**src/rtl/a78_stream_loader.sv**
```systemverilog
// Streaming .a78 loader: parses the 128-byte header as it flows past, validates it,
// then packs ROM bytes into little-endian words and writes them to PSRAM via req/ack.
module a78_stream_loader #(
    parameter int                WORD_BYTES    = 2,
    parameter int                ADDR_W        = 22,
    parameter logic [ADDR_W-1:0] LOAD_BASE     = 22'h002000,
    parameter logic [31:0]       MAX_ROM_BYTES = 32'h00100000,
    parameter bit                CHECK_MAGIC   = 1'b1
) (
    input  logic                    clk,
    input  logic                    reset_n,
    input  logic                    start,
    input  logic                    abort,
    input  logic [7:0]              in_data,
    input  logic                    in_valid,
    output logic                    in_ready,
    output logic                    wr_req,
    output logic [ADDR_W-1:0]       wr_addr,
    output logic [8*WORD_BYTES-1:0] wr_data,
    output logic [WORD_BYTES-1:0]   wr_be,
    input  logic                    wr_ack,
    output logic                    busy,
    output logic                    done,
    output logic                    error,
    output logic [1:0]              err_code,
    output logic [31:0]             rom_size,
    output logic [15:0]             cart_type,
    output logic                    has_pokey,
    output logic [15:0]             pokey_addr,
    output logic                    tv_type,
    output logic [31:0]             bytes_written
);

    typedef enum logic [2:0] {
        S_IDLE, S_HEADER, S_CHECK, S_DATA, S_WRITE, S_DONE, S_ERR
    } state_t;

    localparam logic [31:0] WB32 = 32'(WORD_BYTES);

    state_t                    r_state, w_next;
    logic [6:0]                r_hdr_cnt;
    logic [31:0]               r_byte_cnt, r_hdr_size, r_rom_size, r_bytes_written;
    logic [15:0]               r_hdr_cart, r_cart_type, r_pokey_addr;
    logic                      r_hdr_tv, r_tv_type, r_has_pokey, r_magic_ok;
    logic                      r_done, r_error;
    logic [1:0]                r_err_code;
    logic [ADDR_W-1:0]         r_wr_addr;
    logic [8*WORD_BYTES-1:0]   r_wr_data;
    logic [WORD_BYTES-1:0]     r_wr_be;

    logic        w_abort, w_take, w_word_end, w_magic_bad, w_size_bad;
    logic        w_done_nxt, w_err_nxt;
    logic [31:0] w_lane, w_lanes_set;
    logic [ADDR_W-1:0] w_word_addr;

    function automatic logic [7:0] magic_char(input logic [6:0] idx);
        case (idx)
            7'd1, 7'd3: return 8'h41;
            7'd2:       return 8'h54;
            7'd4:       return 8'h52;
            7'd5:       return 8'h49;
            7'd6:       return 8'h37;
            7'd7:       return 8'h38;
            7'd8, 7'd9: return 8'h30;
            default:    return 8'h00;
        endcase
    endfunction

    // Returns {has_pokey, pokey_addr}; higher cart_type bits win.
    function automatic logic [16:0] pokey_decode(input logic [15:0] cart);
        if (cart[15])      return {1'b1, 16'h0800};
        else if (cart[10]) return {1'b1, 16'h0440};
        else if (cart[6])  return {1'b1, 16'h0450};
        else if (cart[0])  return {1'b1, 16'h4000};
        else               return 17'h0;
    endfunction

    assign w_abort     = abort && (r_state != S_IDLE) && (r_state != S_ERR);
    assign w_take      = in_valid && in_ready;
    assign w_lane      = r_byte_cnt % WB32;
    assign w_word_end  = (w_lane == WB32 - 32'd1) || (r_byte_cnt + 32'd1 == r_rom_size);
    assign w_magic_bad = CHECK_MAGIC && !r_magic_ok;
    assign w_size_bad  = (r_hdr_size == 32'd0) || (r_hdr_size > MAX_ROM_BYTES);
    assign w_word_addr = LOAD_BASE + ADDR_W'(r_byte_cnt / WB32);

    always_comb begin
        w_lanes_set = 32'd0;
        for (int i = 0; i < WORD_BYTES; i++)
            w_lanes_set = w_lanes_set + 32'(r_wr_be[i]);
    end

    always_ff @(posedge clk or negedge reset_n) begin
        if (!reset_n) r_state <= S_IDLE;
        else          r_state <= w_next;
    end

    always_comb begin
        w_next = r_state;
        if (w_abort) begin
            w_next = S_ERR;
        end else begin
            case (r_state)
                S_IDLE:   if (start) w_next = S_HEADER;
                S_HEADER: if (w_take && r_hdr_cnt == 7'd127) w_next = S_CHECK;
                S_CHECK:  w_next = (w_magic_bad || w_size_bad) ? S_ERR : S_DATA;
                S_DATA:   if (w_take && w_word_end) w_next = S_WRITE;
                S_WRITE:  if (wr_ack) w_next = (r_byte_cnt == r_rom_size) ? S_DONE : S_DATA;
                default:  w_next = S_IDLE;
            endcase
        end
    end

    // abort gates in_ready so a byte is never handshaken and then dropped.
    always_comb begin
        in_ready   = ((r_state == S_HEADER) || (r_state == S_DATA)) && !abort;
        wr_req     = (r_state == S_WRITE);
        busy       = (r_state != S_IDLE);
        w_done_nxt = (r_state == S_DONE) && !w_abort;
        w_err_nxt  = (r_state == S_ERR);
    end

    always_ff @(posedge clk or negedge reset_n) begin
        if (!reset_n) begin
            r_hdr_cnt <= '0;  r_byte_cnt <= '0;  r_hdr_size <= '0;  r_rom_size <= '0;
            r_bytes_written <= '0;  r_hdr_cart <= '0;  r_cart_type <= '0;
            r_pokey_addr <= '0;  r_hdr_tv <= 1'b0;  r_tv_type <= 1'b0;
            r_has_pokey <= 1'b0;  r_magic_ok <= 1'b0;  r_done <= 1'b0;
            r_error <= 1'b0;  r_err_code <= '0;  r_wr_addr <= '0;
            r_wr_data <= '0;  r_wr_be <= '0;
        end else begin
            r_done  <= w_done_nxt;
            r_error <= w_err_nxt;
            if (w_abort) begin
                r_err_code <= 2'd3;
                r_wr_be    <= '0;
                r_wr_data  <= '0;
            end else begin
                case (r_state)
                    S_IDLE: if (start) begin
                        r_hdr_cnt       <= '0;
                        r_byte_cnt      <= '0;
                        r_bytes_written <= '0;
                        r_wr_be         <= '0;
                        r_wr_data       <= '0;
                        r_err_code      <= '0;
                        r_magic_ok      <= 1'b1;
                    end
                    S_HEADER: if (w_take) begin
                        r_hdr_cnt <= r_hdr_cnt + 7'd1;
                        if (r_hdr_cnt >= 7'd1 && r_hdr_cnt <= 7'd9 && in_data != magic_char(r_hdr_cnt))
                            r_magic_ok <= 1'b0;
                        case (r_hdr_cnt)
                            7'd49:   r_hdr_size[7:0]   <= in_data;
                            7'd50:   r_hdr_size[15:8]  <= in_data;
                            7'd51:   r_hdr_size[23:16] <= in_data;
                            7'd52:   r_hdr_size[31:24] <= in_data;
                            7'd53:   r_hdr_cart[7:0]   <= in_data;
                            7'd54:   r_hdr_cart[15:8]  <= in_data;
                            7'd57:   r_hdr_tv          <= in_data[0];
                            default: ;
                        endcase
                    end
                    S_CHECK: begin
                        r_rom_size  <= r_hdr_size;
                        r_cart_type <= r_hdr_cart;
                        r_tv_type   <= r_hdr_tv;
                        {r_has_pokey, r_pokey_addr} <= pokey_decode(r_hdr_cart);
                        if (w_magic_bad)     r_err_code <= 2'd1;
                        else if (w_size_bad) r_err_code <= 2'd2;
                    end
                    S_DATA: if (w_take) begin
                        for (int i = 0; i < WORD_BYTES; i++) begin
                            if (w_lane == 32'(i)) begin
                                r_wr_data[i*8 +: 8] <= in_data;
                                r_wr_be[i]          <= 1'b1;
                            end
                        end
                        r_byte_cnt <= r_byte_cnt + 32'd1;
                        if (w_word_end) r_wr_addr <= w_word_addr;
                    end
                    S_WRITE: if (wr_ack) begin
                        r_bytes_written <= r_bytes_written + w_lanes_set;
                        r_wr_be         <= '0;
                        r_wr_data       <= '0;
                    end
                    default: ;
                endcase
            end
        end
    end

    assign done          = r_done;
    assign error         = r_error;
    assign err_code      = r_err_code;
    assign wr_addr       = r_wr_addr;
    assign wr_data       = r_wr_data;
    assign wr_be         = r_wr_be;
    assign rom_size      = r_rom_size;
    assign cart_type     = r_cart_type;
    assign has_pokey     = r_has_pokey;
    assign pokey_addr    = r_pokey_addr;
    assign tv_type       = r_tv_type;
    assign bytes_written = r_bytes_written;

endmodule

```
**config.mk**
```make
export PLATFORM = sky130hd
export DESIGN_NAME = a78_stream_loader
export DESIGN_NICKNAME = d
export VERILOG_FILES = /design/src/rtl/a78_stream_loader.sv
export SDC_FILE = /design/constraint.sdc
export NUM_CORES = 1
export LEC_CHECK = 0
export CAP_MARGIN = 20
export CORE_MARGIN = 3
export CORE_UTILIZATION = 55
export DETAILED_ROUTE_END_ITERATION = 8
export PLACE_DENSITY = 0.87
export SLEW_MARGIN = 25
export SYNTH_ARGS = -nofsm -noshare
export SYNTH_HDL_FRONTEND = slang
export SYNTH_SLANG_ARGS = --single-unit
```
**constraint.sdc**
```tcl
create_clock -name clk -period 7.58 [get_ports clk]
set_input_delay 1.516 -clock clk [delete_from_list [all_inputs] [get_ports clk]]
set_output_delay 1.516 -clock clk [all_outputs]
set_load 0.01 [all_outputs]
```
==> out/results.ini <==
[die]
fp.dieW_um = 150
coreArea_um2 = 19800
fp-utilization = 0.572
die-height_um = 150
floorplan.die_area_um2 = 22400
placement_rows = 51

[synthesis]
netlist_top_cells_area = sky130_fd_sc_hd__dfrtp_1 49%, sky130_fd_sc_hd__nand2_1 8.4%, sky130_fd_sc_hd__xor2_1 4.4%
synth-adder-area-share = 0.0106
yosys.area.top_type_share = 0.487
synth_flop_count = 221
yosys-top-cells-count = 255 x sky130_fd_sc_hd__nand2_1, 221 x sky130_fd_sc_hd__dfrtp_1, 88 x sky130_fd_sc_hd__nor2_1, 73 x sky130_fd_sc_hd__o21ai_0, 57 x sky130_fd_sc_hd__xor2_1
ys_cells = 1205
netlist_area_um2 = 11300
synth_xor_xnor_area_share = 0.0710
synthesis.instances = 1205
synth-async-reset-ratio = 1.00
synth.largest_area_cell = sky130_fd_sc_hd__dfrtp_1
synth-edff-count = 0

[final_layout]
comb_area_frac = 0.394
logic_area_um2 = 5380
stdcell_area_um2 = 13700
clockNetworkAreaShare = 0.0563
final-seq-area_um2 = 5530

[place]
dp_worst_setup_slack_ns = 2.68
place_congestion = 0.949

[clocking]
cts_hold_buf = 0
clockRootBuffer = sky130_fd_sc_hd__clkbuf_16
post_cts.resized_instances = 0

[setup_path]
critical_path.startpoint = abort
worst_r2r_startpoint = r_byte_cnt[0]
crit_path_max_incr_delay_ns = 0.74
crit_end = in_ready
crit_type = input port to primary output
path_depth_of_the_worst_reg2reg_path = 9

[power]
post-layout-total-power_mw = 3.07
sequentialPower_mw = 1.32
clock_group_power_mw = 1.16
powerDensity_nw_per_um2 = 225
comb_power_share = 0.193
share_seq_of_total_power = 0.430

[final_timing]
fin_setup_tns_ns = 0
hold_viol = 0
timing_max_transition_violations_final = 0

[global_routing]
via_count_of_the_first_global_routing_pass = 9039
grt_start_max_net_pins = 141

[drt]
first_pass_iters = 5

[outcome]
outcome = completed

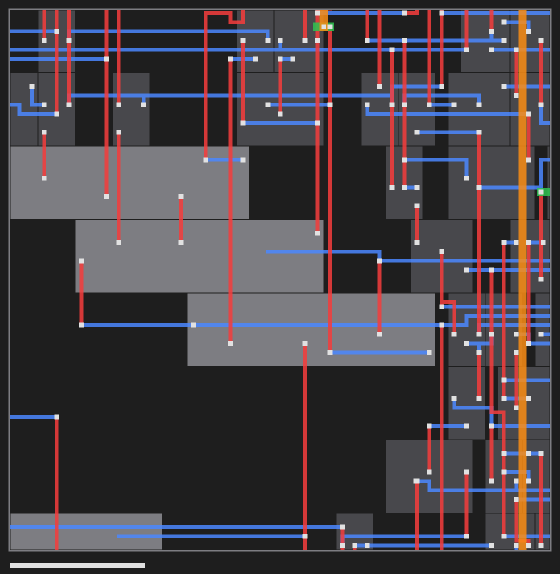
Fig. 1. Zoomed window.
Scale bar: 5 µm. Window x 102 to 122, y 102 to 122 µm. Cells in grey, sequential cells in the stronger grey; small squares are vias.
Green is M3. Red is M2. Orange is M4. Blue is M1.
Netlist names of flops here include bytes_written (3), r_byte_cnt (1). Sequential cells in the window: 4. Most frequent: nor2_1 (7), nand2_1 (5). 27 logic cells have their middle in the window.

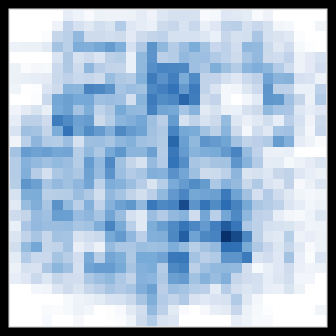
Fig. 2. Routed metal per tile.
The die is cut into 30 by 30 equal tiles; white is low, dark blue is high, scaled to the fullest tile. Values are wire area over tile area, all layers added.
The fullest tile reaches 0.71. The densest ninth of the die: middle. 17% of the tiles are over half the peak. The mean over all tiles is 0.21.
Via Count: 9259
total routing usage reported by global routing: 0.256
Avg WL per Cell: 18.0 µm
final WL: 28.5 mm

